File: config.mk
export PLATFORM = sky130hd
export DESIGN_NAME = bcd_to_signed_bin
export DESIGN_NICKNAME = d
export VERILOG_FILES = /design/src/rtl/bcd_to_signed_bin.sv
export SDC_FILE = /design/constraint.sdc
export NUM_CORES = 1
export LEC_CHECK = 0
export ABC_AREA = 1
export CAP_MARGIN = 40
export CELL_PAD_IN_SITES_DETAIL_PLACEMENT = 0
export CELL_PAD_IN_SITES_GLOBAL_PLACEMENT = 1
export CORE_MARGIN = 10
export CORE_UTILIZATION = 41
export CTS_CLUSTER_DIAMETER = 120
export DETAILED_ROUTE_END_ITERATION = 12
export PLACE_DENSITY_LB_ADDON = 0.1
export SYNTH_ARGS = -nofsm -noshare
export SYNTH_HDL_FRONTEND = slang
export SYNTH_SLANG_ARGS = --single-unit
File: constraint.sdc
create_clock -name clk_i -period 1.8 [get_ports clk_i]
set_input_delay 0.36 -clock clk_i [delete_from_list [all_inputs] [get_ports clk_i]]
set_output_delay 0.36 -clock clk_i [all_outputs]
set_load 0.05 [all_outputs]
File: src/rtl/bcd_to_signed_bin.sv
// -----------------------------------------------------------------------------
// bcd_to_signed_bin
//
// Sequential three-digit BCD to 8-bit two's-complement decoder. It is the
// input-side partner of the binary-to-BCD display encoder. A sign flag and
// three BCD digits are sampled on start. The magnitude is recovered with a
// reverse double-dabble (shift right, then subtract 3 from any BCD nibble
// of 8 or more) over 10 cycles. The result is then saturated to -128..127
// and flagged so it can be range-checked before it feeds a 4-bit signed ALU
// operand.
//
// Ports
//   clk_i        : clock, all state changes on the rising edge
//   rst_i        : asynchronous active-high reset
//   start_i      : conversion request, only honoured in IDLE
//   dau_i        : sign of the entered number (1 = negative), sampled with start
//   bcd_hund_i   : hundreds digit, sampled with start
//   bcd_tens_i   : tens digit, sampled with start
//   bcd_unit_i   : units digit, sampled with start
//   busy_o       : conversion in progress
//   done_o       : one-cycle pulse when the result outputs update
//   value_o      : signed result (two's complement)
//   overflow_o   : magnitude outside -128..127, value saturated
//   invalid_o    : a digit was greater than 9, value forced to 0
//   fits4_o      : value lies in -8..7
// -----------------------------------------------------------------------------
module bcd_to_signed_bin (
  input  logic       clk_i,
  input  logic       rst_i,
  input  logic       start_i,
  input  logic       dau_i,
  input  logic [3:0] bcd_hund_i,
  input  logic [3:0] bcd_tens_i,
  input  logic [3:0] bcd_unit_i,
  output logic       busy_o,
  output logic       done_o,
  output logic [7:0] value_o,
  output logic       overflow_o,
  output logic       invalid_o,
  output logic       fits4_o
);

  typedef enum logic [1:0] {
    ST_IDLE = 2'd0,
    ST_CONV = 2'd1,
    ST_FIN  = 2'd2
  } state_t;

  state_t      state_q, state_d;
  logic [11:0] bcd_q, bcd_d;
  logic [9:0]  bin_q, bin_d;
  logic [3:0]  iter_q, iter_d;
  logic        neg_q, neg_d;
  logic        err_q, err_d;
  logic        busy_q, busy_d;
  logic        done_q, done_d;
  logic [7:0]  value_q, value_d;
  logic        ovf_q, ovf_d;
  logic        inv_q, inv_d;
  logic        fits4_q, fits4_d;

  logic [21:0] step_s;
  logic        digit_bad_s;
  logic [7:0]  res_value_s;
  logic        res_ovf_s;

  // One reverse double-dabble iteration on the {bcd, bin} register.
  function automatic logic [21:0] dabble_step(input logic [21:0] r);
    logic [21:0] s;
    s = r >> 5'd1;
    for (int i = 0; i < 3; i++) begin
      if (s[10 + 4*i +: 4] >= 4'd8) begin
        s[10 + 4*i +: 4] = s[10 + 4*i +: 4] - 4'd3;
      end else begin
        s[10 + 4*i +: 4] = s[10 + 4*i +: 4];
      end
    end
    return s;
  endfunction

  // A signed byte fits in 4 bits when bits 7..3 are all copies of the sign.
  function automatic logic fits_in_4(input logic [7:0] v);
    return (v[7:3] == 5'b00000) || (v[7:3] == 5'b11111);
  endfunction

  assign step_s      = dabble_step({bcd_q, bin_q});
  assign digit_bad_s = (bcd_hund_i > 4'd9) || (bcd_tens_i > 4'd9) ||
                       (bcd_unit_i > 4'd9);

  // Final signed value and saturation from the converted magnitude.
  always_comb begin
    res_value_s = 8'h00;
    res_ovf_s   = 1'b0;
    if (err_q) begin
      res_value_s = 8'h00;
      res_ovf_s   = 1'b0;
    end else if (!neg_q) begin
      if (bin_q > 10'd127) begin
        res_value_s = 8'h7F;
        res_ovf_s   = 1'b1;
      end else begin
        res_value_s = bin_q[7:0];
      end
    end else begin
      // -128 is reachable on the negative side; 128 negates to 8'h80.
      if (bin_q > 10'd128) begin
        res_value_s = 8'h80;
        res_ovf_s   = 1'b1;
      end else begin
        res_value_s = 8'h00 - bin_q[7:0];
      end
    end
  end

  // Next-state and next-output logic of the conversion FSM.
  always_comb begin
    state_d = state_q;
    bcd_d   = bcd_q;
    bin_d   = bin_q;
    iter_d  = iter_q;
    neg_d   = neg_q;
    err_d   = err_q;
    busy_d  = busy_q;
    done_d  = 1'b0;
    value_d = value_q;
    ovf_d   = ovf_q;
    inv_d   = inv_q;
    fits4_d = fits4_q;
    case (state_q)
      ST_IDLE: begin
        if (start_i) begin
          bcd_d  = {bcd_hund_i, bcd_tens_i, bcd_unit_i};
          bin_d  = 10'd0;
          neg_d  = dau_i;
          err_d  = digit_bad_s;
          iter_d = 4'd0;
          busy_d = 1'b1;
          if (digit_bad_s) begin
            state_d = ST_FIN;
          end else begin
            state_d = ST_CONV;
          end
        end else begin
          state_d = ST_IDLE;
        end
      end
      ST_CONV: begin
        {bcd_d, bin_d} = step_s;
        iter_d         = iter_q + 4'd1;
        if (iter_q == 4'd9) begin
          state_d = ST_FIN;
        end else begin
          state_d = ST_CONV;
        end
      end
      ST_FIN: begin
        value_d = res_value_s;
        ovf_d   = res_ovf_s;
        inv_d   = err_q;
        fits4_d = fits_in_4(res_value_s);
        done_d  = 1'b1;
        busy_d  = 1'b0;
        state_d = ST_IDLE;
      end
      default: begin
        busy_d  = 1'b0;
        state_d = ST_IDLE;
      end
    endcase
  end

  // State, datapath and output registers.
  always_ff @(posedge clk_i or posedge rst_i) begin
    if (rst_i) begin
      state_q <= ST_IDLE;
      bcd_q   <= 12'd0;
      bin_q   <= 10'd0;
      iter_q  <= 4'd0;
      neg_q   <= 1'b0;
      err_q   <= 1'b0;
      busy_q  <= 1'b0;
      done_q  <= 1'b0;
      value_q <= 8'h00;
      ovf_q   <= 1'b0;
      inv_q   <= 1'b0;
      fits4_q <= 1'b1;
    end else begin
      state_q <= state_d;
      bcd_q   <= bcd_d;
      bin_q   <= bin_d;
      iter_q  <= iter_d;
      neg_q   <= neg_d;
      err_q   <= err_d;
      busy_q  <= busy_d;
      done_q  <= done_d;
      value_q <= value_d;
      ovf_q   <= ovf_d;
      inv_q   <= inv_d;
      fits4_q <= fits4_d;
    end
  end

  assign busy_o     = busy_q;
  assign done_o     = done_q;
  assign value_o    = value_q;
  assign overflow_o = ovf_q;
  assign invalid_o  = inv_q;
  assign fits4_o    = fits4_q;

endmodule
run_1/wire_density.png
19 x 19 tiles, from dark blue (low) to red (high), scaled to the fullest tile. Values are wire area over tile area, all layers added.
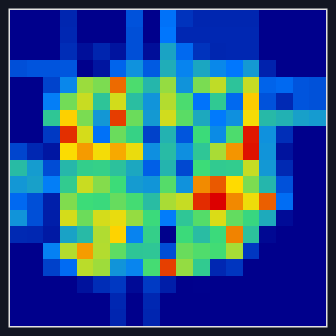
The fullest tile reaches 0.35. The emptiest ninth of the die: bottom right. 33% of the tiles are nearly empty. The densest ninth of the die: middle.
average detailed-routed wire length per instance: 13.34 um
Detailed Route WL: 5028 um
via total after detailed routing: 1885
all-layer global routing usage: 0.1223

run_1/clock_map.png
Scale bar: 20 um.
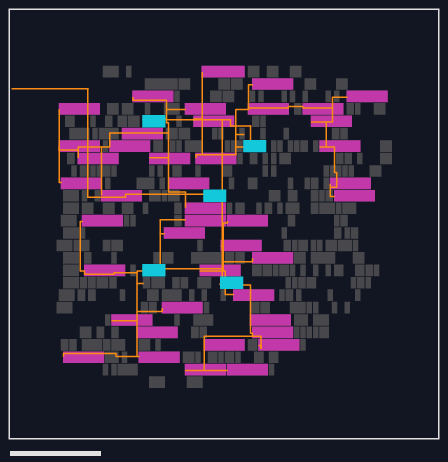
Key: cells driving clock nets = cyan [count 5]; flip-flops = magenta [count 43]; clock wires = orange [length 544 um]
There are 6 routed clock nets.
Clk Latency, worst-skew pair: 290 ps
part of the total power dissipated in the clock network: 0.130

==> run notes, run 1 <==
Figures from the flow reports.

Critical path:
- The run gives the reg-to-reg critical path startpoint as bin_q[1].
- Broken down by cell family, the worst path's largest delay share belongs to simple AND/OR/NAND/NOR gates.
- The run gives the number of buffer and inverter instances along the worst setup path as 1.
- The report lists the cells along the critical path as inv_1 > ha_2 > nand2_1 > nor2_1 > nand3_2 > nand3_2 > nand3b_1 > nor2_1 > nand2_1 > nand2_1 > nand2_1 > nand2_1.
- The run gives the cell depth of the worst flop-to-flop path as 12.
- Per the STA report, the cell with the highest stage delay on the worst path is sky130_fd_sc_hd__dfrtp_1.
- The run gives the longest individual stage delay on the worst path as 410 ps.
- The run puts the required arrival time at the worst endpoint at 2040 ps.
- The worst setup path is of the reg -> reg kind.
- The most numerous cell type found on the critical path is sky130_fd_sc_hd__nand2_1.

Synth:
- Per the post-synthesis report, the nets total 287.
- In this run, the synthesized area fraction spent on AND-OR/OR-AND gates is recorded as 0.1830.
- The run puts the total cells reported by yosys after synthesis at 264.
- The run gives the post-synthesis instance area as 2228 sq um.
- The share of the Yosys chip area taken by registers is 0.4834.

Detailed routing:
- The run puts the mean number of vias per cell at 5.000.
- The run puts the number of DRC violations after detailed routing at 0.
- The run puts the first-pass detailed-route iteration total at 4.

Cells and area:
- The area growth from synthesis to layout is 23.02%.
- The run gives the number of fillers in the final layout as 517.
- The run gives the count of nets after finishing as 329.

Pwr:
- The run gives the power per unit of standard cell area as 1659 nW/um^2.
- The run puts the standby leakage power at 1.349 nW.

GRT:
- The run gives the pin count of the biggest net entering global routing as 29.
- The first global-routing pass estimated 8818 um of wire.
- The run gives the final global-route overflow total as 0.
- The run gives the via count of the first global-routing pass as 1883.
- The run gives the routing layer with the top usage in global route as met2.

Flow run:
- Across all stage logs, warnings added up to 31.

CTS:
- The run puts the total clock sinks at 43.
- TritonCTS built the clock tree.
- The run puts the number of H-tree branching levels at 2.

Timing:
- The run gives the worst max-slew margin expressed relative to the limit as 0.7432.
- The run gives the total of endpoints with negative setup slack in the final report as 0.
- The run gives the final-layout setup total negative slack as 0 ps.
- The run gives the number of max-slew violations in the final report as 0.

Placed design:
- The run puts the quantity of I/O buffers inserted on ports at 28.
- The run puts the total half-perimeter wirelength after legalization and detailed placement at 3895 um.

Floorplanning:
- The run puts the count of pins on the block boundary at 29.
- The initial utilization of the core area, before any placement, comes to 0.4281.

Status:
- The flow ran to the end, and the final reports show no timing, DRC or antenna violations.
run_1/registers.png
Other sequential cells in the stronger grey, the rest of the logic in the fainter grey.
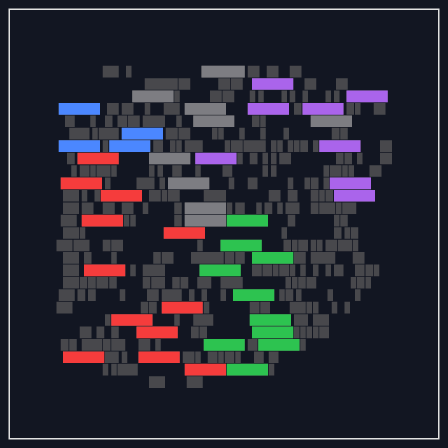
Key: bcd_q = red [placed flops 12]; iter_q = blue [placed flops 4]; bin_q = green [placed flops 10]; value_o = purple [placed flops 8, where top right]
Another 9 sequential cells are not coloured.
proportion of cell area occupied by registers: 0.3930
P_seq: 0.00154 W
final core occ: 0.5267

run_1/final_clocks.png
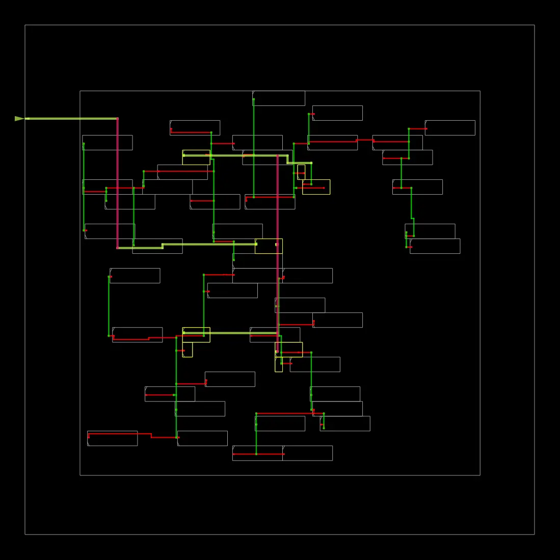
number of buffers added by the clock tree synthesis step: 5
CLK BUF: 7
final worst clock skew: 6.149 ps

## run 1: worst max-delay path by stage
stage,startpoint,endpoint,depth (start not counted)
floorplan,bin_q[0],fits4_o,13
global placement,start_i,iter_q[1],7
detailed placement,start_i,bin_q[3],7
CTS,bin_q[0],fits4_o,12
global route,bin_q[0],fits4_o,14
finish,bin_q[1],fits4_o,12
## run 1: cell usage after synthesis, drive strengths merged
| library cell | number | area [sq um] |
|---|---|---|
| a21oi | 7 | 42.54 |
| a22oi | 7 | 52.55 |
| a31oi | 1 | 6.260 |
| buf | 3 | 20.01 |
| clkbuf | 3 | 11.26 |
| dfrtp | 42 | 1051 |
| dfstp | 1 | 26.28 |
| ha | 7 | 87.58 |
| inv | 35 | 133.9 |
| nand2 | 61 | 239.0 |
| nand3 | 14 | 85.08 |
| nand3b | 1 | 7.510 |
| nand4 | 2 | 12.51 |
| nor2 | 24 | 115.1 |
| nor3 | 1 | 5.000 |
| o211ai | 4 | 30.03 |
| o21ai | 30 | 153.9 |
| o221ai | 3 | 26.28 |
| o22ai | 13 | 81.33 |
| o31ai | 2 | 15.01 |
| xor2 | 3 | 26.28 |
## run 1: layout make-up
type | count | area, sq um | share of cell area
inverters | 35 | 133.9 | 0.04884
clock buffers | 7 | 76.32 | 0.02784
flip-flops and latches | 43 | 1077 | 0.3930
repair buffers | 41 | 370.4 | 0.1351
well taps | 70 | 87.58 | 0.03195
multi-input cells | 180 | 991.0 | 0.3615
clock inverters | 1 | 5.005 | 0.001826
## run 1: where the power goes
part           internal [W]  total (W)  switching (W)
Combinational      0.000845    0.00242        0.00157
Clock              0.000273   0.000590       0.000318
Sequential          0.00132    0.00154       0.000226
## run 1: logic make-up (layout without fill, tap and decap cells)
| kind of cell | Yosys count | in the layout |
|---|---|---|
| AND/OR/NAND/NOR | 103 | 103 |
| AND-OR/OR-AND | 67 | 67 |
| flip-flops | 43 | 43 |
| buffers and inverters | 41 | 84 |
| adder cells (fa/ha/maj) | 7 | 7 |
| XOR/XNOR | 3 | 3 |
## run 1: flip-flops by register name, indices dropped and copies added (netlist names)
signal,count
done_o,1
value_o,8
bcd_q,12
state_q,2
fits4_o,1
invalid_o,1
err_q,1
busy_o,1
neg_q,1
bin_q,10
overflow_o,1
iter_q,4
## run 1: per-stage QoR
step | worst slack [ps] | instance area (sq um) | cells | total power (W) | hold WS [ps]
global route | 2.236 | 2741 | 377 | 0.004960 | 263.1
global placement | 121.8 | 2648 | 368 | 0.003965 | 462.7
CTS | 141.4 | 2729 | 376 | 0.004572 | 265.3
floorplan | 270.5 | 2228 | 264 | 0.003271 | 450.0
finish | 191.4 | 2741 | 377 | 0.004549 | 265.3
detailed placement | 95.34 | 2648 | 368 | 0.003978 | 470.9
## run 1: routing by layer
metal  share of wire  wire length [um]
met5               0                 0
met4           0.012                59
met3           0.050               250
met2            0.48              2415
met1            0.46              2302
## run 1: repair_timing
item	CTS	global route
setup endpoints to repair	0	1
gates resized	0	2
setup buffers	0	1
==> run 2: changes to the inputs <==
SKIP_LAST_GASP = 1   (was unset)
run_2/clock_map.png
Scale bar: 20 um.
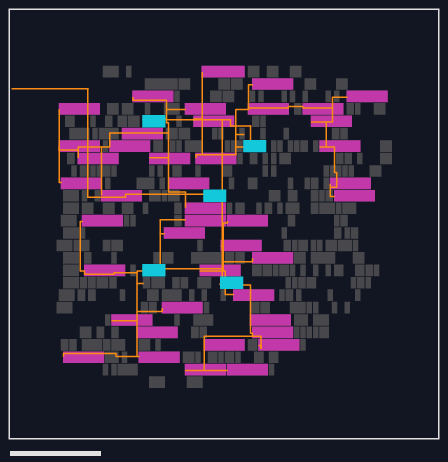
Key: clock wires = orange [length 544 um]; flip-flops = magenta [count 43]; cells driving clock nets = cyan [count 5]
There are 6 routed clock nets.

==> run 2 against run 1 <==
Routed wire length stayed put; sequential share of layout area stayed put; largest cell class unchanged; cell count stayed put; non-clock buffer count stayed put; power stayed put; critical endpoint unchanged; synthesized area stayed put; clock skew stayed put.
==> run notes, run 2 <==
Figures from the flow reports.

Synth:
- The run puts the share of the synthesized area in the top cell type at 0.4716 (unchanged).
- The post-synthesis instance area was 2228 sq um (unchanged).
- The sequential share of the synthesized area was 0.4834 (unchanged).
- The most used flip-flop cell after synthesis is sky130_fd_sc_hd__dfrtp_1.
- The total cells reported by yosys after synthesis was 264 (unchanged).
- The run puts the number of nets in the synthesized netlist at 287 (unchanged).
- The run gives the async set or reset register ratio after synthesis as 1.000 (unchanged).
- In the post-synthesis netlist, the cell with the most instances is sky130_fd_sc_hd__nand2_1.

CTS:
- The run puts the total clock sinks at 43 (unchanged).
- The number of clock buffers inserted by TritonCTS came to 5 (unchanged).
- TritonCTS built the clock tree.

Detailed routing:
- The number of DRC violations after detailed routing came to 0 (unchanged).
- The run puts the first-pass detailed-route iteration total at 4 (unchanged).
- The run gives the wire length per cell after detailed routing as 13.34 um (unchanged).
- The run puts the total wire length at 5028 um (unchanged).

Placed design:
- The run puts the pre-CTS worst setup slack at 95.34 ps (unchanged).
- The total half-perimeter wirelength after legalization and detailed placement is 3895 um (unchanged).
- The quantity of I/O buffers inserted on ports came to 28 (unchanged).

Critical path:
- The required arrival time at the worst endpoint was 2040 ps (about the same).
- Per the STA report, the cell with the highest stage delay on the worst path is sky130_fd_sc_hd__dfrtp_1.
- The run gives the cell type with the highest occurrence count on the critical path as sky130_fd_sc_hd__nand2_1.
- The critical path is of the reg -> reg type.
- Listed in order, past its start point the critical path passes inv_1 > ha_2 > nand2_1 > nor2_1 > nand3_2 > nand3_2 > nand3b_1 > nor2_1 > nand2_1 > nand2_1 > nand2_1 > nand2_1.

GRT:
- The via count of the first global-routing pass is 1883 (unchanged).
- The run gives the first-pass GRT wire length as 8818 um (unchanged).
- The run puts the total track usage at 0.1223 (unchanged).

Cells and area:
- The run puts the number of fillers in the final layout at 517 (unchanged).
- The run gives the utilization of the core after routing as 0.5267 (unchanged).
- The run gives the flip-flop count of the largest register, all copies and words added as 12 (unchanged).

Flow run:
- The run puts the OpenROAD warning count at 31 (unchanged).

Pwr:
- The run puts the standby leakage power at 1.349 nW (unchanged).
- The run puts the power per unit of standard cell area at 1659 nW/um^2 (unchanged).

Timing:
- The run puts the smallest setup slack after layout at 191.4 ps (unchanged).
- The maximum clock skew at final layout was 6.149 ps (unchanged).
- The total of endpoints with negative setup slack in the final report was 0 (unchanged).

Floorplanning:
- The count of pins on the block boundary came to 29 (unchanged).
- The run puts the initial cell density of the core at 0.4281 (unchanged).

Status:
- The run finished with clean final reports.
run_2/wire_density.png
19 x 19 tiles, from dark blue (low) to red (high), scaled to the fullest tile. Values are wire area over tile area, all layers added.
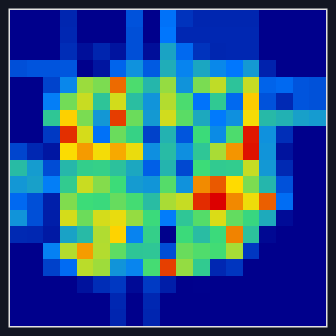
The densest ninth of the die: middle. The mean over all tiles is 0.090. The emptiest ninth of the die: bottom right.

-- run 2: cell type report --
class	instances	area [sq um]	area share
flip-flops and latches	43	1077	0.3930
multi-input cells	180	991.0	0.3615
repair buffers	41	370.4	0.1351
inverters	35	133.9	0.04884
well taps	70	87.58	0.03195
clock buffers	7	76.32	0.02784
clock inverters	1	5.005	0.001826
-- run 2: logic make-up after synthesis --
family,count (synthesis),synth area share
XOR/XNOR,3,0.01179
buffers and inverters,41,0.07411
adder cells (fa/ha/maj),7,0.03930
AND-OR/OR-AND,67,0.1830
AND/OR/NAND/NOR,103,0.2083
flip-flops,43,0.4834
-- run 2: power breakdown --
group | switching (W) | leakage [nW] | internal (W)
combinational | 0.00157 | 0.752 | 0.000845
sequential | 0.000226 | 0.555 | 0.00132
clock | 0.000318 | 0.0422 | 0.000273
total | 0.00211 | 1.35 | 0.00243
-- run 2: stage by stage --
step / total power (W) / area [sq um] / hold WS (ps) / instances
after floorplan: 0.003271 / 2228 / 450.0 / 264
after global placement: 0.003965 / 2648 / 462.7 / 368
after detailed placement: 0.003978 / 2648 / 470.9 / 368
after CTS: 0.004572 / 2729 / 265.3 / 376
after global routing: 0.004960 / 2741 / 263.1 / 377
final: 0.004549 / 2741 / 265.3 / 377
-- run 2: path summary, 6_finish.rpt --
path | startpoint | to | slack (ps) | cells past startpoint
worst max-delay path | bin_q[1] | fits4_o | 190 | 12
worst min-delay path | rst_i | invalid_o | 270 | 2
worst max register to register | bin_q[1] | fits4_o | 190 | 12
worst min register to register | fits4_o | fits4_o | 480 | 2
max in group asynchronous | rst_i | fits4_o | 1070 | 3
min in group clk_i | fits4_o | fits4_o | 480 | 2
-- run 2: what timing repair did --
| item | CTS | global route |
|---|---|---|
| setup buffers | 0 | 1 |
| gates resized | 0 | 2 |
| setup endpoints to repair | 0 | 1 |
| hold endpoints to repair | 0 | 0 |
-- run 2: critical path: cells and delay by family, from the launching register on --
family	cells	cell delay, ps
simple gates	10	860
flops	1	410
fa+ha+maj	1	200
buf+inv	1	90
-- run 2: routing by layer --
| layer | wire [um] | track usage | part of all wire | up-vias |
|---|---|---|---|---|
| met5 | 0 | 0 | 0 | - |
| li1 | - | - | - | 968 |
| met3 | 250 | 0.03277 | 0.050 | 6 |
| met2 | 2415 | 0.2028 | 0.48 | 39 |
| met4 | 59 | 0.03797 | 0.012 | 0 |
| met1 | 2302 | 0.1507 | 0.46 | 872 |
Power is estimated from default activity; no workload was simulated.
